$ cat src/rtl/app_hard_decision_unloader.sv
// Streams sign-bit hard decisions of the APP memory out one Z-lane group per
// cycle over valid/ready, and accumulates the Hamming weight of the frame.
module app_hard_decision_unloader #(
  parameter int Z        = 52,
  parameter int N_GROUPS = 52,
  parameter int Q        = 6,
  parameter int K_GROUPS = 52,
  localparam int AW      = (N_GROUPS > 1) ? $clog2(N_GROUPS) : 1,
  localparam int WW      = $clog2(K_GROUPS * Z + 1)
) (
  input  logic          clk,
  input  logic          rst_n,
  input  logic          start,
  output logic [AW-1:0] rd_addr,
  input  logic [Q-1:0]  rd_data [Z],
  output logic          out_valid,
  input  logic          out_ready,
  output logic [Z-1:0]  out_bits,
  output logic [AW-1:0] out_group,
  output logic          out_last,
  output logic          busy,
  output logic          done,
  output logic [WW-1:0] frame_weight
);

  localparam logic [1:0] IDLE  = 2'd0;
  localparam logic [1:0] RUN   = 2'd1;
  localparam logic [1:0] DRAIN = 2'd2;

  localparam int PW = $clog2(Z + 1);
  localparam logic [AW-1:0] LAST_G = AW'(K_GROUPS - 1);

  function automatic logic [PW-1:0] popcount(input logic [Z-1:0] v);
    logic [PW-1:0] n;
    n = {PW{1'b0}};
    for (int i = 0; i < Z; i++) begin
      n = n + PW'(v[i]);
    end
    return n;
  endfunction

  logic [1:0]    state;
  logic [AW-1:0] f;
  logic [Z-1:0]  signs;
  logic          load;
  logic          handshake;

  // Sign bit of every lane is the hard decision (negative LLR -> 1).
  always_comb begin
    signs = {Z{1'b0}};
    for (int i = 0; i < Z; i++) begin
      signs[i] = rd_data[i][Q-1];
    end
  end

  // The start cycle itself loads group 0; RUN reloads whenever the slot frees.
  always_comb begin
    case (state)
      IDLE:    load = start;
      RUN:     load = ~out_valid | out_ready;
      DRAIN:   load = 1'b0;
      default: load = 1'b0;
    endcase
  end

  assign handshake = out_valid & out_ready;
  assign rd_addr   = f;

  // FSM, fetch index, output register and weight accumulator.
  always_ff @(posedge clk or negedge rst_n) begin
    if (!rst_n) begin
      state        <= IDLE;
      f            <= {AW{1'b0}};
      out_valid    <= 1'b0;
      out_bits     <= {Z{1'b0}};
      out_group    <= {AW{1'b0}};
      out_last     <= 1'b0;
      busy         <= 1'b0;
      done         <= 1'b0;
      frame_weight <= {WW{1'b0}};
    end else begin
      done <= 1'b0;
      if (load) begin
        out_bits  <= signs;
        out_group <= f;
        out_last  <= (f == LAST_G);
        out_valid <= 1'b1;
        busy      <= 1'b1;
        if (f == LAST_G) begin
          f     <= {AW{1'b0}};
          state <= DRAIN;
        end else begin
          f     <= f + AW'(1);
          state <= RUN;
        end
      end else if (handshake) begin
        out_valid <= 1'b0;
        if (state == DRAIN) begin
          state <= IDLE;
          busy  <= 1'b0;
          done  <= 1'b1;
        end
      end

      // A start is only accepted in IDLE, where no beat can be in flight.
      if ((state == IDLE) && start) begin
        frame_weight <= {WW{1'b0}};
      end else if (handshake) begin
        frame_weight <= frame_weight + WW'(popcount(out_bits));
      end
    end
  end

endmodule

$ cat config.mk
export PLATFORM = sky130hd
export DESIGN_NAME = app_hard_decision_unloader
export DESIGN_NICKNAME = d
export VERILOG_FILES = /design/src/rtl/app_hard_decision_unloader.sv
export SDC_FILE = /design/constraint.sdc
export NUM_CORES = 1
export LEC_CHECK = 0
export ABC_AREA = 1
export CELL_PAD_IN_SITES_DETAIL_PLACEMENT = 2
export CELL_PAD_IN_SITES_GLOBAL_PLACEMENT = 2
export CORE_MARGIN = 2
export CORE_UTILIZATION = 18
export DETAILED_ROUTE_END_ITERATION = 8
export GPL_TIMING_DRIVEN = 0
export HOLD_SLACK_MARGIN = 0.08
export PLACE_DENSITY_LB_ADDON = 0.1
export SLEW_MARGIN = 20
export SYNTH_ARGS = -nofsm -noshare
export SYNTH_HDL_FRONTEND = slang
export SYNTH_SLANG_ARGS = --single-unit
$ cat constraint.sdc
create_clock -name clk -period 11.1 [get_ports clk]
set_input_delay 2.22 -clock clk [delete_from_list [all_inputs] [get_ports clk]]
set_output_delay 2.22 -clock clk [all_outputs]
set_load 0.005 [all_outputs]
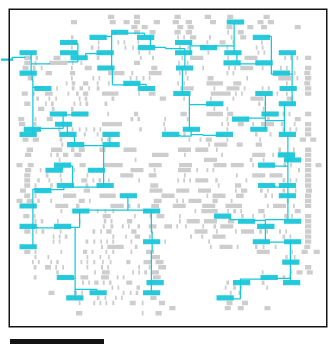
*I/O nets highlighted*
The bar under the picture is 50 um long.
Key: cyan = rst_n [bits 1, direction input, end cells 82, buffers 2, wire 969 um]
I/O pins: 396
port buffer count: 135

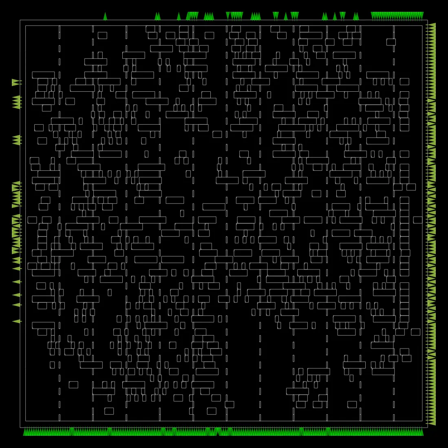
*Cell placement*
flop count: 82
fillers: 3052
Tap Count: 341
cell row count: 60
Seq/total area: 29.30%

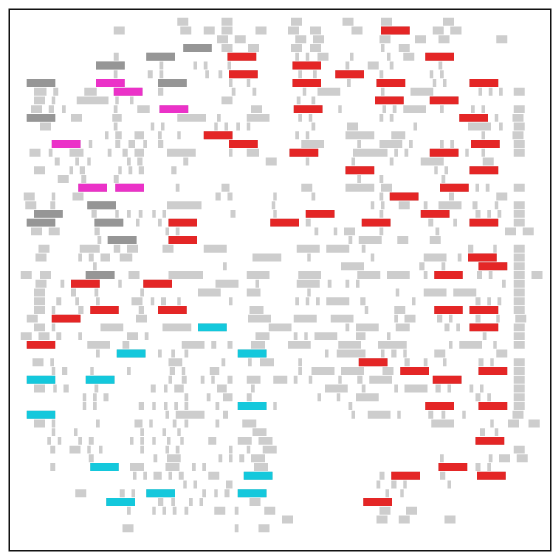
*Where the registers sit*
Key: red = out_bits [flops 52]; magenta = rd_addr [flops 6, where upper left]; cyan = frame_weight [flops 12]
Another 12 sequential cells are not coloured.
sequential power: 0.000311 W
fin util: 26.21%
sequential cell area: 2052 um2

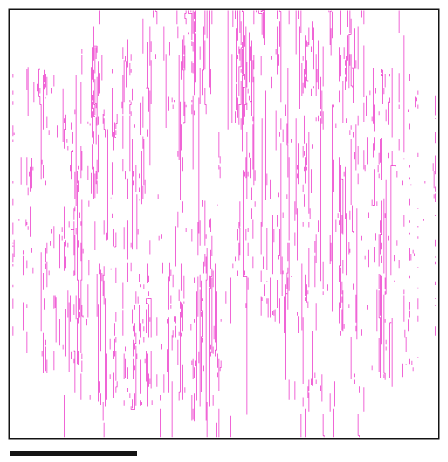
*Met2 routing*
The bar under the picture is 50 um long.
701 nets have wire on it. The wires run mostly vertical. The layer carries 7730 um of wire. The longest straight run is 81.3 um. The layer holds 47% of the routed length.
GRT met2 Usage: 20.11%
via count: 3951
drt total wl: 16620 um

## critical path: cells and delay by family, from the launching register on
kind	cells	cell delay, ns
AOI/OAI and AO/OA	1	0.25
buffers and inverters	3	0.17
DFF	1	0.42
adders and majority gates	9	4.47
and+or+nand+nor	5	0.46
## layer usage
metal | up-vias | track usage (%) | share of wire (%)
met3 | 14 | 3.362 | 5.3
met1 | 1947 | 16.53 | 47
met5 | - | 0 | 0
met2 | 98 | 20.11 | 47
met4 | 0 | 2.961 | 1.1
li1 | 1892 | - | -
## sequential cells by signal (all words and copies together), names as in the netlist
name and flops:
out_bits 52, frame_weight 12, out_group 6, rd_addr 6, state 2, busy 1, done 1, out_last 1
out_valid 1
## area by class of cell
class | count | area [um2] | share of cell area [%]
multi-input combinational | 332 | 2326 | 33.21
clock inverter | 6 | 112.6 | 1.608
timing repair buffer | 136 | 1380 | 19.70
tap | 341 | 426.7 | 6.091
inverter | 105 | 394.1 | 5.627
buffer | 13 | 83.83 | 1.197
clock buffer | 10 | 229.0 | 3.269
sequential | 82 | 2052 | 29.30
## worst max-delay path by stage
stage	end	depth (start not counted)	slack, ns
finish	frame_weight[10]	18	5.21
detailed placement	frame_weight[10]	18	5.11
floorplan	frame_weight[8]	18	5.75
global route	frame_weight[10]	18	4.88
global placement	out_bits[20]	1	4.21
CTS	frame_weight[10]	18	5.08
## where the power goes
group          total (W)  leakage (nW)  switching, W  internal (W)
combinational   0.000297          2.35      0.000170      0.000127
clock           0.000359         0.167      0.000137      0.000221
sequential      0.000311         0.950    0.00000619      0.000304
total           0.000966          3.46      0.000313      0.000653
==> reports/metrics.yaml <==
run_status:
  outcome: "finished, final reports clean"
yosys:
  async_reset_ff_share_pct: 100.0
  edf_count: 0
  ys_sh_adder_pct: 23.96
  top_cell: "nand2_1"
  logic_family: "adder cells"
  post_synth_num_cell_types: 28
  ys_ff: 82
  xor_share_pct: 0.9018
  ys_sh_simple_pct: 16.41
  syn_inst: 532
  floorplan.nets: 914
  yosys_warnings: 0
  post_synth.cell_area_avg_um2: 9.128
  ys_seq_share_pct: 42.26
  yosysChipArea_um2: 4856
  compound_area_share_pct: 6.622
  syn_area_um2: 4856
  synth_top_cell_by_area: "dfrtp_1"
  common_cells: "nand2_1, inv_1, dfrtp_1, fa_1, o21ai_0"
  area_leaders: "dfrtp_1, fa_1, nand2_1, inv_1, ha_1"
  ys_cells: 532
  top_area_share_pct: 42.26
  mux_share_pct: 0
  ff_type: "dfrtp_1"
critical_path:
  crit_top_cell: "fa_1"
  path_cells: "fa_1 -> inv_1 -> fa_1 -> inv_1 -> fa_1 -> inv_1 -> fa_1 -> fa_1 -> fa_1 -> fa_1 -> fa_1 -> fa_1 -> o21ai_2 -> nand2_1 -> nand2_1 -> nand3_1 -> nand2_1 -> nor2_1"
  path_max_fanout: 4
  crit_path_max_incr_delay_ns: 0.64
  rrSetupSlack_ns: 5.21
  startpoint_type: "register"
  crit_arrival_ns: 6.13
  critical_path_class: "reg -> reg"
  critical_path.slowest_cell: "fa_1"
  timing.rr.start: "out_bits[17]"
  worstPathRequired_ns: 11.34
  worst_r2r_path_depth: 18
  rr_endpoint: "frame_weight[10]"
  endpoint_kind: "register"
  crit_start: "out_bits[17]"
finish:
  finalNonFillerCells: 1025
  layout-drive-gt1-share_pct: 5.409
  synthToLayoutAreaGrowth_pct: 44.24
  final_cell_area_um2: 7004
  n_antenna_cell: 0
  most-common-layout-cells: "nand2_1, clkdlybuf4s50_1, inv_1"
  final_common_cell: "nand2_1"
  nets: 1061
global_routing:
  grt_overflow: 0
  grt_pass1_wl_um: 26700
  grt_start_max_net_pins: 52
  antenna_found_initial: 0
  gr-usage-all-layers_pct: 12.42
  grt_pass1_vias: 4635
detailed_routing:
  final_antenna_net_count: 0
  post_drt_via_cell_ratio: 3.855
  wl_per_cell_um: 16.21
  first_pass_iters: 4
  post-route-drc-count: 0
  drtIter0Drc: 109
clocking:
  numCtsBuffers: 9
  clk_latency_ns: 0.35
  cts.clk_slew.worst_paths_ns: 0.07
  post_cts_resized: 0
  clock-sinks: 82
  cts_hold_buffers: 0
  cts_setup_buffers: 0
  ctsRootBufferMaster: "clkbuf_16"
  cts.htree.levels: 3
  cts_tree: "yes"
  clockBufferDepth: 2
placed_design:
  place_hpwl_um: 13460
  dp.cells: 1009
  gp_congestion: 0.7420
  post-place-ws_ns: 5.106
  post_dp_cell_area_um2: 6663
sta:
  holdWs_ns: 0.4847
  worst_pin_slew_ns: 0.4195
  setup_viol: 0
  post-route-period-util_pct: 53.06
  slew_headroom_pct: 72.03
  slew_violations: 0
  finClkSkew_ns: 0.01392
  worst_slack_ns: 5.210
  setup_tns_ns: 0
  max_freq_ghz: 0.1698
  fin_crit_ns: 5.890
  rsz0062_at_grt: "no"
  hold_viol_final: 0
power:
  peakVddDrop_mv: 0.05260
  total_power_w: 0.0009664
  p_leak_nw: 3.463
  powerDensity_nw_per_um2: 138.0
worst_hold_path:
  min_to: "out_group[5]"
  hold_depth: 2
  hold_class: "reg -> reg"
  min-delay-start: "out_group[5]"
job:
  drv_cap: 0
  log.warning_count: 286
die:
  die_width_um: 168.2
  die.size.y_um: 168.2
  fp_util_pct: 18.17
  dieArea_um2: 28310
  core_um2: 26730
Power and IR drop assume default switching activity.
